Fig. 1: gate families picked out
Bar = 50 um.
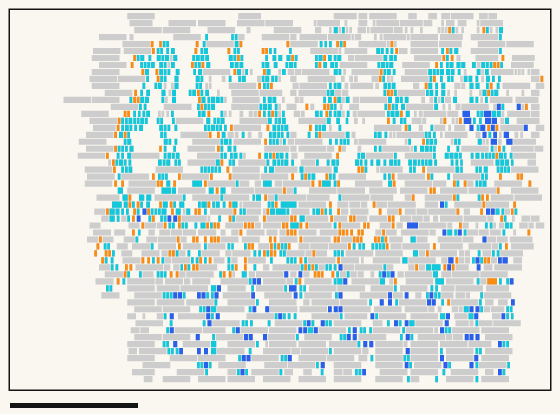
Fig. 2: wiring by layer
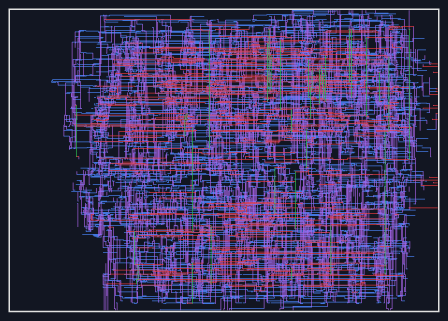
Fig. 3: clock routing
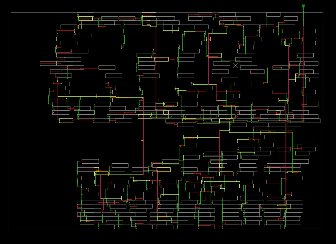
Fig. 4: pin map
Pins as bars across the die edge, other pins in grey.
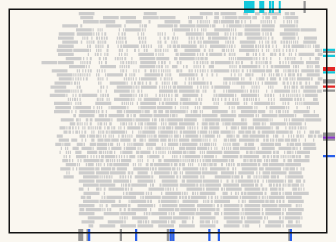
`src/rtl/elementwise_pkg.sv`:
```
// Shared types and defaults for the elementwise multiply sequencer.
package elementwise_pkg;

    // Sequencer phases: fill the operand buffer, run the multiplier, stream results.
    typedef enum logic [1:0] {
        LOAD    = 2'd0,
        COMPUTE = 2'd1,
        DRAIN   = 2'd2
    } state_t;

    localparam int DEF_W   = 8;
    localparam int DEF_LEN = 8;

    // Width of an element index for a vector of len elements.
    function automatic int idx_w(input int len);
        return $clog2(len);
    endfunction

endpackage

```
`src/rtl/mult_lane.sv`:
```
// Single W x W -> 2W unsigned multiplier lane. Kept combinational so the
// sequencer writes one product per COMPUTE cycle; a registered or DSP-mapped
// variant can replace it behind the same ports.
module mult_lane
    import elementwise_pkg::*;
#(
    parameter int W = DEF_W
) (
    input  logic [W-1:0]   a,
    input  logic [W-1:0]   b,
    output logic [2*W-1:0] p
);

    // Both operands are widened first so the full product is kept.
    assign p = (2*W)'(a) * (2*W)'(b);

endmodule

```
`src/rtl/elementwise_mult_sequencer.sv`:
```
// Time-shared elementwise vector multiplier: loads LEN operand pairs, runs one
// multiplier lane across the buffer, then streams the LEN products out.
// Result outputs are registered; one fill cycle at DRAIN entry loads the first
// result, so the first out_valid appears LEN+1 edges after the last input.
module elementwise_mult_sequencer
    import elementwise_pkg::*;
#(
    parameter  int W   = DEF_W,
    parameter  int LEN = DEF_LEN,
    localparam int IW  = idx_w(LEN)
) (
    input  logic           clk,
    input  logic           rst,
    input  logic           abort,
    input  logic           in_valid,
    output logic           in_ready,
    input  logic [W-1:0]   in_a,
    input  logic [W-1:0]   in_b,
    output logic           out_valid,
    input  logic           out_ready,
    output logic [2*W-1:0] out_data,
    output logic [IW-1:0]  out_idx,
    output logic           out_last,
    output logic           busy
);

    localparam logic [IW-1:0] IDX_LAST = IW'(LEN - 1);

    state_t          state;
    state_t          state_nxt;
    logic [IW-1:0]   wr_idx;
    logic [IW-1:0]   cmp_idx;
    logic [IW-1:0]   rd_idx;
    logic [IW-1:0]   rd_nxt;
    logic            ready_en;
    logic            in_fire;
    logic            out_fire;
    logic [2*W-1:0]  prod;

    logic [W-1:0]    a_buf [LEN];
    logic [W-1:0]    b_buf [LEN];
    logic [2*W-1:0]  r_buf [LEN];

    // ready_en holds in_ready low until the first edge after reset release.
    assign in_ready = (state == LOAD) && ready_en;
    assign busy     = (state != LOAD);
    assign in_fire  = in_valid && in_ready;
    assign out_fire = out_valid && out_ready;
    assign rd_nxt   = rd_idx + IW'(1);

    mult_lane #(
        .W (W)
    ) u_mult (
        .a (a_buf[cmp_idx]),
        .b (b_buf[cmp_idx]),
        .p (prod)
    );

    // State register.
    always_ff @(posedge clk or posedge rst) begin
        if (rst) state <= LOAD;
        else     state <= state_nxt;
    end

    // Next-state logic; abort overrides any handshake in flight.
    always_comb begin
        state_nxt = state;
        if (abort) begin
            state_nxt = LOAD;
        end else begin
            case (state)
                LOAD:    if (in_fire && (wr_idx == IDX_LAST)) state_nxt = COMPUTE;
                COMPUTE: if (cmp_idx == IDX_LAST)             state_nxt = DRAIN;
                DRAIN:   if (out_fire && out_last)            state_nxt = LOAD;
                default: state_nxt = LOAD;
            endcase
        end
    end

    // Write, compute and read indices plus the post-reset ready enable.
    always_ff @(posedge clk or posedge rst) begin
        if (rst) begin
            wr_idx   <= '0;
            cmp_idx  <= '0;
            rd_idx   <= '0;
            ready_en <= 1'b0;
        end else begin
            ready_en <= 1'b1;
            if (abort) begin
                wr_idx  <= '0;
                cmp_idx <= '0;
                rd_idx  <= '0;
            end else begin
                if (in_fire)
                    wr_idx <= (wr_idx == IDX_LAST) ? '0 : wr_idx + IW'(1);
                if (state == COMPUTE)
                    cmp_idx <= (cmp_idx == IDX_LAST) ? '0 : cmp_idx + IW'(1);
                if ((state == DRAIN) && out_fire)
                    rd_idx <= out_last ? '0 : rd_nxt;
            end
        end
    end

    // Operand and result buffers; data storage only, never cleared.
    always_ff @(posedge clk) begin
        if (!abort && in_fire) begin
            a_buf[wr_idx] <= in_a;
            b_buf[wr_idx] <= in_b;
        end
        if (!abort && (state == COMPUTE))
            r_buf[cmp_idx] <= prod;
    end

    // Registered result port: fill on DRAIN entry, advance on each handshake.
    always_ff @(posedge clk or posedge rst) begin
        if (rst) begin
            out_valid <= 1'b0;
            out_last  <= 1'b0;
            out_idx   <= '0;
            out_data  <= '0;
        end else if (abort) begin
            out_valid <= 1'b0;
            out_last  <= 1'b0;
            out_idx   <= '0;
        end else if (state == DRAIN) begin
            if (!out_valid) begin
                out_valid <= 1'b1;
                out_idx   <= rd_idx;
                out_last  <= (rd_idx == IDX_LAST);
                out_data  <= r_buf[rd_idx];
            end else if (out_ready) begin
                if (out_last) begin
                    out_valid <= 1'b0;
                    out_last  <= 1'b0;
                    out_idx   <= '0;
                end else begin
                    out_idx  <= rd_nxt;
                    out_last <= (rd_nxt == IDX_LAST);
                    out_data <= r_buf[rd_nxt];
                end
            end
        end
    end

endmodule

```
`config.mk`:
```
export PLATFORM = sky130hd
export DESIGN_NAME = elementwise_mult_sequencer
export DESIGN_NICKNAME = d
export VERILOG_FILES = /design/src/rtl/elementwise_pkg.sv /design/src/rtl/mult_lane.sv /design/src/rtl/elementwise_mult_sequencer.sv
export SDC_FILE = /design/constraint.sdc
export NUM_CORES = 1
export LEC_CHECK = 0
export ABC_AREA = 1
export CAP_MARGIN = 0
export CORE_ASPECT_RATIO = 0.7
export CORE_UTILIZATION = 52
export CTS_CLUSTER_SIZE = 25
export DETAILED_ROUTE_END_ITERATION = 10
export GPL_TIMING_DRIVEN = 0
export PLACE_DENSITY = 0.78
export SLEW_MARGIN = 10
export SYNTH_ARGS = -nofsm -noshare
export SYNTH_HDL_FRONTEND = slang
export SYNTH_HIERARCHICAL = 1
export SYNTH_SLANG_ARGS = --single-unit
```
`constraint.sdc`:
```
create_clock -name clk -period 5 [get_ports clk]
set_input_delay 0.75 -clock clk [delete_from_list [all_inputs] [get_ports clk]]
set_output_delay 0.75 -clock clk [all_outputs]
set_load 0.05 [all_outputs]
```
==> ci_impl_report.md <==
## Synthesis and layout report

| Metric | Value |
|---|---|
| Crit path time final | 4.876 ns |
| Seq cells post-synth | slightly below 300 |
| CTS Buffer Depth | 3 |
| Post-synth seq share | 53.83% |
| Clkbuf count | 32 |
| GPL Wtd Cong | around 0.96 |
| Synth Instances | 1802 |
| FF+latch area | 8514 um^2 |
| Bufs w/o clock | 186 |
| CP endpoint kind | flop |
| Synth cell types | 32 |
| Flops | ~290 |
| Antenna diodes | 0 |
| Setup CP Type | flop to flop |
| Number of logic gates | 1131 |
| Slew of the pin with the lowest slew margin | roughly 0.94 ns |
| Tool warning count | 27 |
| Critical Path Stages | 26 |
| CTS tree | done |
| Global-route wire length before repair | between 60 and 70 mm |
| Failing checks | DRC |
| Final WL | between 40 and 50 mm |
| Most frequent cell on the critical path | inv_1 |
| Endpoints failing hold | 0 |
| # DRC | 1 |
| Hold buffers post-CTS | 0 |
| Seq area share | 45.85% |
| Worst Reg-to-Reg Cells | 26 |
| Post-synth ARST share | a little under an eighth |
| Design Area, Final | about 19000 um^2 |
| Critical Path Fanout Max | 10 |
| Yosys top cell by instances | nand2_1 |
| Maxcap violations | 0 |
| Worst rel slew slack | approximately 37% |
| # H-tree levels | 1 |
| Buffering overhead | 7.964% |
| Top cells by area | edfxtp_1 49%, nand2_1 14%, inv_1 6.6% |
| Clk slew on worst S/H paths | ~0.070 ns |
| Post-synth top cells | 597 x nand2_1, 276 x inv_1, 256 x edfxtp_1 |
| Netlist Area Pre-Place | around 16000 um^2 |
| Cell accounting for the most synthesized area | edfxtp_1 |
| Iteration-0 DRC Markers | ~1800 |
| Largest net degree at the start of global routing | 34 |
| Cycle use final | between 90 and 100% |
| Placed insts | 2286 |
| Hold Crit Class | flop to flop |
| Ys flop type | edfxtp_1 |
| CP startpoint | cmp_idx[0]$_DFFE_PP0P_ |
| Layout cell share with drive strength beyond 1 | ~13% |
| Post-cts resize count | 72 |
| Status | complete, but fails checks |
-- Fig. 1 (at the start) --
| colour | family | cells | most used |
|---|---|---|---|
| cyan | NAND gates | 807 | nand2_1 |
| blue | inverting AOI/OAI gates | 120 | a21oi_1 |
| orange | inverters | 285 | inv_1 |
Commonest Layout Cell: nand2_1
Finished Layout Cells: 2354
multi-input gate share of total cell area: 32.74%

-- Fig. 2 (at the start) --
| colour | layer | wire length |
|---|---|---|
| red | metal 3 | 6360 um |
| green | metal 4 | 830 um |
| purple | metal 2 | 19400 um |
| blue | metal 1 | 18500 um |
wire per inst: 19.16 um
via count: 13270
global-route usage over all layers: 28.86%

-- Fig. 3 (at the start) --
Worst Skew: 0.01139 ns
Latency at later pin: 0.56 ns

-- Fig. 4 (at the start) --
| colour | port | pins | direction | edge |
|---|---|---|---|---|
| red | out_idx | 3 | output | right |
| purple | in_ready | 1 | output | right |
| blue | in_a | 8 | input | 7 bottom, 1 right |
| cyan | out_data | 16 | output | 13 top, 3 right |
port bufs: 43
Die Height: 147.9 um

metal layers:
metal,track usage (%),share of wire [%],up-vias
li1,-,-,5976
met3,5.354,14,79
met4,6.232,1.8,0
met1,44.04,41,6300
met2,42.95,43,914
met5,0,0,-
worst min path at each step:
stage	cells past startpoint	slack (ns)	end	start
3_3_place_gp	2	0.49	out_data[1]$_DFFE_PP0P_	out_data[1]$_DFFE_PP0P_
4_1_cts	2	0.51	out_data[5]$_DFFE_PP0P_	out_data[5]$_DFFE_PP0P_
5_1_grt	2	0.54	out_data[14]$_DFFE_PP0P_	out_data[14]$_DFFE_PP0P_
6_report	2	0.51	out_data[5]$_DFFE_PP0P_	out_data[5]$_DFFE_PP0P_
3_5_place_dp	2	0.50	out_data[5]$_DFFE_PP0P_	out_data[5]$_DFFE_PP0P_
2_1_floorplan	2	0.55	rd_idx[2]$_DFFE_PP0P_	rd_idx[2]$_DFFE_PP0P_
per-stage QoR:
stage               setup WS [ns]  util [%]
floorplan                  0.2193         -
global placement          -0.8451     55.92
detailed placement         -1.002     57.02
CTS                     0.0002842     61.16
global route             -0.04619     61.96
finish                     0.1238     61.96
tightest hold or removal path, cell delays in order, from the launching register on:
cell     delay, ns
dfrtp_1       0.34
nor2_1        0.05
nor2_1        0.08
cell families (layout without fill, tap and decap cells):
logic type | after synthesis | count (layout) | synth area share, %
other | 1 | 1 | 0.02371
adder cells (fa/ha/maj) | 79 | 79 | 7.959
XOR/XNOR | 7 | 7 | 0.3877
buffers and inverters | 382 | 522 | 9.826
AND/OR/NAND/NOR | 924 | 924 | 24.01
flip-flops | 289 | 289 | 53.83
AND-OR/OR-AND | 120 | 120 | 3.964
